placement.png
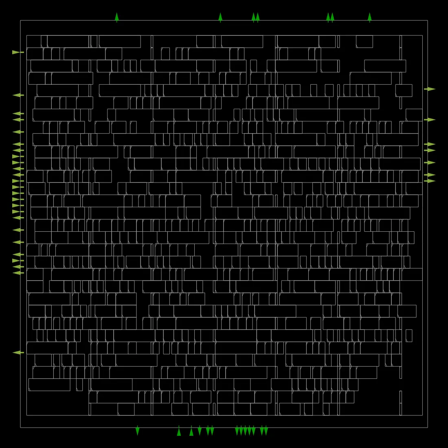
io_placement.png
Pins as bars across the die edge, other pins in gray.
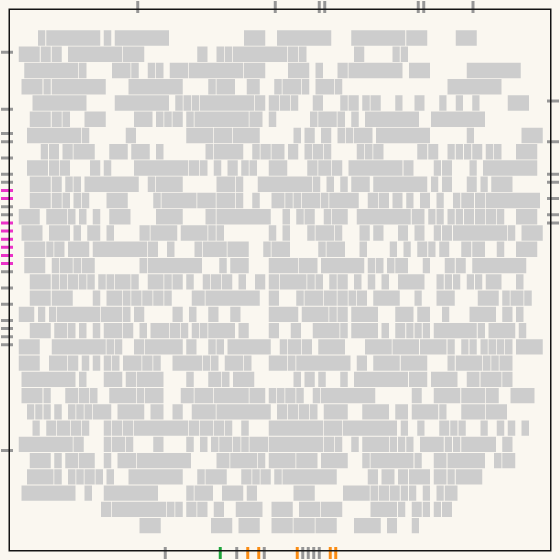
layer_met3.png
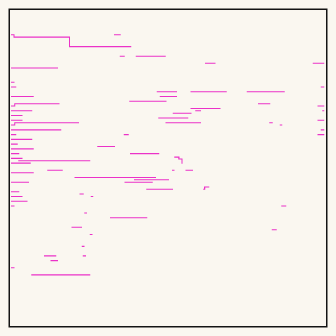
cell_density.png
The die is cut into 9 by 9 equal tiles; white is low, dark blue is high, 0 to 100% covered.
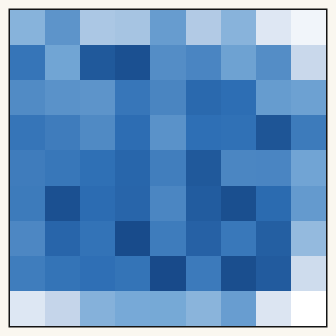
clk_routes.png
The bar under the picture is 20 um long.
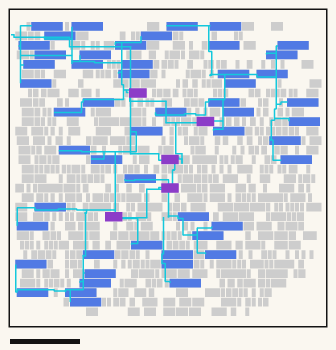
### src/rtl/vga_console_writer_pkg.sv
// ============================================================================
// Module  : vga_console_writer_pkg
// Brief   : Shared constants for the VGA text console writer.
// Revision: 1.0  initial release
// ============================================================================
`default_nettype none

package vga_console_writer_pkg;

    localparam int C_DEF_COLS = 70;
    localparam int C_DEF_ROWS = 30;

    localparam logic [1:0] C_ST_IDLE       = 2'd0;
    localparam logic [1:0] C_ST_SCROLL_CLR = 2'd1;
    localparam logic [1:0] C_ST_FULL_CLR   = 2'd2;

    localparam logic [7:0] C_CH_BS    = 8'h08;
    localparam logic [7:0] C_CH_LF    = 8'h0A;
    localparam logic [7:0] C_CH_CR    = 8'h0D;
    localparam logic [7:0] C_CH_SP    = 8'h20;
    localparam logic [7:0] C_CH_TILDE = 8'h7E;

endpackage

`default_nettype wire

### src/rtl/vga_console_writer_addr_gen.sv
// ============================================================================
// Module  : console_addr_gen
// Brief   : Maps a logical (row, col) plus scroll offset to a memory address.
// Revision: 1.0  initial release
// ============================================================================
`default_nettype none

module console_addr_gen
    import vga_console_writer_pkg::*;
#(
    parameter int COLS = C_DEF_COLS,
    parameter int ROWS = C_DEF_ROWS
) (
    input  logic [4:0]  top_row,
    input  logic [4:0]  row,
    input  logic [6:0]  col,
    output logic [11:0] addr
);

    localparam logic [5:0]  C_ROWS6  = 6'(ROWS);
    localparam logic [11:0] C_COLS12 = 12'(COLS);

    logic [5:0]  w_sum;
    logic [4:0]  w_phys_row;

    // Both operands are below ROWS, so a single conditional subtract is a full mod.
    always_comb begin
        w_sum      = {1'b0, top_row} + {1'b0, row};
        w_phys_row = (w_sum >= C_ROWS6) ? 5'(w_sum - C_ROWS6) : w_sum[4:0];
        addr       = ({7'd0, w_phys_row} * C_COLS12) + {5'd0, col};
    end

endmodule

`default_nettype wire

### src/rtl/vga_console_writer.sv
// ============================================================================
// Module  : vga_console_writer
// Brief   : Streams ASCII into a scrolling text-mode character memory.
// Revision: 1.0  initial release
// ============================================================================
`default_nettype none

module vga_console_writer
    import vga_console_writer_pkg::*;
#(
    parameter int COLS = C_DEF_COLS,
    parameter int ROWS = C_DEF_ROWS
) (
    input  logic        clk,
    input  logic        rst,
    input  logic        ch_valid,
    input  logic [7:0]  ch_data,
    output logic        ch_ready,
    input  logic        clear_req,
    output logic        vm_we,
    output logic [11:0] vm_waddr,
    output logic [7:0]  vm_wdata,
    output logic [4:0]  cur_row,
    output logic [6:0]  cur_col,
    output logic [4:0]  top_row,
    output logic        busy
);

    localparam logic [6:0]  C_COL_LAST    = 7'(COLS - 1);
    localparam logic [4:0]  C_ROW_LAST    = 5'(ROWS - 1);
    localparam logic [11:0] C_SCROLL_LAST = 12'(COLS - 1);
    localparam logic [11:0] C_CELL_LAST   = 12'(COLS * ROWS - 1);

    logic [1:0]  r_state, w_state_nxt;
    logic        r_we, w_we_nxt;
    logic [11:0] r_waddr, w_waddr_nxt;
    logic [7:0]  r_wdata, w_wdata_nxt;
    logic [4:0]  r_row, w_row_nxt;
    logic [6:0]  r_col, w_col_nxt;
    logic [4:0]  r_top, w_top_nxt;
    logic [11:0] r_cnt, w_cnt_nxt;

    logic [6:0]  w_gen_col;
    logic [11:0] w_gen_addr;
    logic        w_printable;

    // During a scroll clear, cur_row is ROWS-1 and top_row has already advanced,
    // so the generator points at the freshly exposed physical row.
    always_comb begin
        if (r_state == C_ST_SCROLL_CLR)
            w_gen_col = r_cnt[6:0];
        else if (ch_data == C_CH_BS)
            w_gen_col = r_col - 7'd1;
        else
            w_gen_col = r_col;
    end

    console_addr_gen #(
        .COLS (COLS),
        .ROWS (ROWS)
    ) u_addr_gen (
        .top_row (r_top),
        .row     (r_row),
        .col     (w_gen_col),
        .addr    (w_gen_addr)
    );

    assign w_printable = (ch_data >= C_CH_SP) && (ch_data <= C_CH_TILDE);

    always_ff @(posedge clk or posedge rst) begin
        if (rst)
            r_state <= C_ST_IDLE;
        else
            r_state <= w_state_nxt;
    end

    always_comb begin
        w_state_nxt = r_state;
        w_we_nxt    = 1'b0;
        w_waddr_nxt = r_waddr;
        w_wdata_nxt = r_wdata;
        w_row_nxt   = r_row;
        w_col_nxt   = r_col;
        w_top_nxt   = r_top;
        w_cnt_nxt   = r_cnt;
        case (r_state)
            C_ST_IDLE: begin
                if (clear_req) begin
                    w_state_nxt = C_ST_FULL_CLR;
                    w_cnt_nxt   = 12'd0;
                end else if (ch_valid) begin
                    logic do_nl;
                    do_nl = 1'b0;
                    if (w_printable) begin
                        w_we_nxt    = 1'b1;
                        w_waddr_nxt = w_gen_addr;
                        w_wdata_nxt = ch_data;
                        if (r_col == C_COL_LAST)
                            do_nl = 1'b1;
                        else
                            w_col_nxt = r_col + 7'd1;
                    end else if ((ch_data == C_CH_LF) || (ch_data == C_CH_CR)) begin
                        do_nl = 1'b1;
                    end else if ((ch_data == C_CH_BS) && (r_col != 7'd0)) begin
                        w_col_nxt   = r_col - 7'd1;
                        w_we_nxt    = 1'b1;
                        w_waddr_nxt = w_gen_addr;
                        w_wdata_nxt = C_CH_SP;
                    end
                    if (do_nl) begin
                        w_col_nxt = 7'd0;
                        if (r_row != C_ROW_LAST) begin
                            w_row_nxt = r_row + 5'd1;
                        end else begin
                            w_top_nxt   = (r_top == C_ROW_LAST) ? 5'd0 : r_top + 5'd1;
                            w_state_nxt = C_ST_SCROLL_CLR;
                            w_cnt_nxt   = 12'd0;
                        end
                    end
                end
            end
            C_ST_SCROLL_CLR: begin
                w_we_nxt    = 1'b1;
                w_waddr_nxt = w_gen_addr;
                w_wdata_nxt = C_CH_SP;
                if (r_cnt == C_SCROLL_LAST)
                    w_state_nxt = C_ST_IDLE;
                else
                    w_cnt_nxt = r_cnt + 12'd1;
            end
            C_ST_FULL_CLR: begin
                w_we_nxt    = 1'b1;
                w_waddr_nxt = r_cnt;
                w_wdata_nxt = C_CH_SP;
                if (r_cnt == C_CELL_LAST) begin
                    w_state_nxt = C_ST_IDLE;
                    w_row_nxt   = 5'd0;
                    w_col_nxt   = 7'd0;
                    w_top_nxt   = 5'd0;
                end else begin
                    w_cnt_nxt = r_cnt + 12'd1;
                end
            end
            default: w_state_nxt = C_ST_IDLE;
        endcase
    end

    always_comb begin
        ch_ready = (r_state == C_ST_IDLE) && !clear_req && !rst;
        busy     = (r_state == C_ST_SCROLL_CLR) || (r_state == C_ST_FULL_CLR);
    end

    always_ff @(posedge clk or posedge rst) begin
        if (rst) begin
            r_we    <= 1'b0;
            r_waddr <= 12'd0;
            r_wdata <= 8'd0;
            r_row   <= 5'd0;
            r_col   <= 7'd0;
            r_top   <= 5'd0;
            r_cnt   <= 12'd0;
        end else begin
            r_we    <= w_we_nxt;
            r_waddr <= w_waddr_nxt;
            r_wdata <= w_wdata_nxt;
            r_row   <= w_row_nxt;
            r_col   <= w_col_nxt;
            r_top   <= w_top_nxt;
            r_cnt   <= w_cnt_nxt;
        end
    end

    assign vm_we    = r_we;
    assign vm_waddr = r_waddr;
    assign vm_wdata = r_wdata;
    assign cur_row  = r_row;
    assign cur_col  = r_col;
    assign top_row  = r_top;

endmodule

`default_nettype wire

### config.mk
export PLATFORM = sky130hd
export DESIGN_NAME = vga_console_writer
export DESIGN_NICKNAME = d
export VERILOG_FILES = /design/src/rtl/vga_console_writer_pkg.sv /design/src/rtl/vga_console_writer_addr_gen.sv /design/src/rtl/vga_console_writer.sv
export SDC_FILE = /design/constraint.sdc
export NUM_CORES = 1
export LEC_CHECK = 0
export ABC_AREA = 1
export CAP_MARGIN = 20
export CORE_MARGIN = 1
export CORE_UTILIZATION = 58
export CTS_CLUSTER_SIZE = 12
export DETAILED_ROUTE_END_ITERATION = 16
export HOLD_SLACK_MARGIN = 0.08
export PLACE_DENSITY = 0.82
export SYNTH_ARGS = -nofsm -noshare
export SYNTH_HDL_FRONTEND = slang
export SYNTH_SLANG_ARGS = --single-unit
### constraint.sdc
create_clock -name clk -period 5.7 [get_ports clk]
set_input_delay 1.425 -clock clk [delete_from_list [all_inputs] [get_ports clk]]
set_output_delay 1.425 -clock clk [all_outputs]
set_load 0.1 [all_outputs]
==> flow_metrics.tcl <==
# flow metrics
set metrics [dict create \
    ctsHtreeMaxLevel 2 \
    grt_start_max_net_pins 37 \
    setup_viol 0 \
    r2r_end "vm_waddr[11]" \
    reg2reg_depth 25 \
    top_cell "nand2_1" \
    ys_cells 618 \
    largest_class "multi-input combinational cells" \
    drc 0 \
    root_buffer "clkbuf_8" \
    postCtsSetupRepairBufs 0 \
    synthTopCellsByArea "dfrtp_1, ha_1, nand2_1" \
    min_from "vm_waddr[10]" \
    layout_setup_ws_ns 0.896 \
    outcome "complete, no violations" \
    fill_cells 633 \
    crit_end "vm_waddr[11]" \
    sh_comb_area 0.534 \
    avgSynthCellArea_um2 7.33 \
    hold-path-endpoint "vm_waddr[10]" \
    antenna_found_initial 0 \
    final_nets 714 \
    drtAntennaViolNets 0 \
    design_area_um2 5180 \
    totalWireLength_um 10500 \
    timing.hold.ws_ns 0.487 \
    fa_ha_area_frac 0.118 \
    place_ws_ns 0.903 \
    firstDrtPassIters 7 \
    clock_sinks 52 \
    fin_crit_ns 4.80 \
    fp-row-count 31 \
    use_met1 0.354 \
    ys_ff 52 \
    critPathCaptureType "register" \
    chip_area_um2 8170 \
]
About placement.png:
Core ar.: 7410 um2
Core Util, Final: 0.699
flip-flop and latch count: 52

About io_placement.png:
legend:
  ch_data:
    color: magenta
    pins: 8
    direction: input
    edge: west
  clear_req:
    color: green
    pins: 1
    direction: input
    edge: south
  top_row:
    color: orange
    pins: 5
    direction: output
    edge: south
all pins by edge: 25 west, 13 south, 7 north, 7 east
port bufs: 51
Die H: 90.4 um
die width: 90.4 um

About layer_met3.png:
wire length on this layer: 401 um
longest straight run: 23.0 um
main direction: horizontal
nets with wire on the layer: 60

About cell_density.png:
fullest tile: 89%
emptiest ninth of the die: north-east
tiles over 75% full: 25%
mean over tiles: 62%
nearly empty tiles: 1.2%

About clk_routes.png:
legend:
  clock wires:
    color: cyan
    length: 676 um
  flip-flops:
    color: blue
    count: 52
  clock drivers:
    color: purple
    count: 5
routed clock nets: 6
flops lie: all over the die

==> critical path, stage by stage, from the launching register on <==
cell and delay, ns:
dfrtp_1 0.47, ha_1 0.27, fa_1 0.56, inv_1 0.09, nor2_4 0.14, nand3_4 0.10
o21ai_4 0.23, nand2_1 0.09, o21ai_0 0.20, ha_1 0.32, ha_1 0.31, ha_1 0.30
ha_1 0.35, nand2_1 0.06, o21ai_0 0.20, nand2_1 0.10, nand2_1 0.07, nand2_1 0.06
nand2_1 0.06, nand2_1 0.06, nor2_1 0.16, nand3_1 0.12, o21ai_1 0.16, nand3_1 0.09
nand2_1 0.09, nand2_1 0.05
==> state kept, by name (all words and copies together) (netlist names) <==
name / flops
cur_row: 5
cur_col: 7
r_state: 2
vm_we: 1
top_row: 5
vm_wdata: 8
vm_waddr: 12
r_cnt: 12
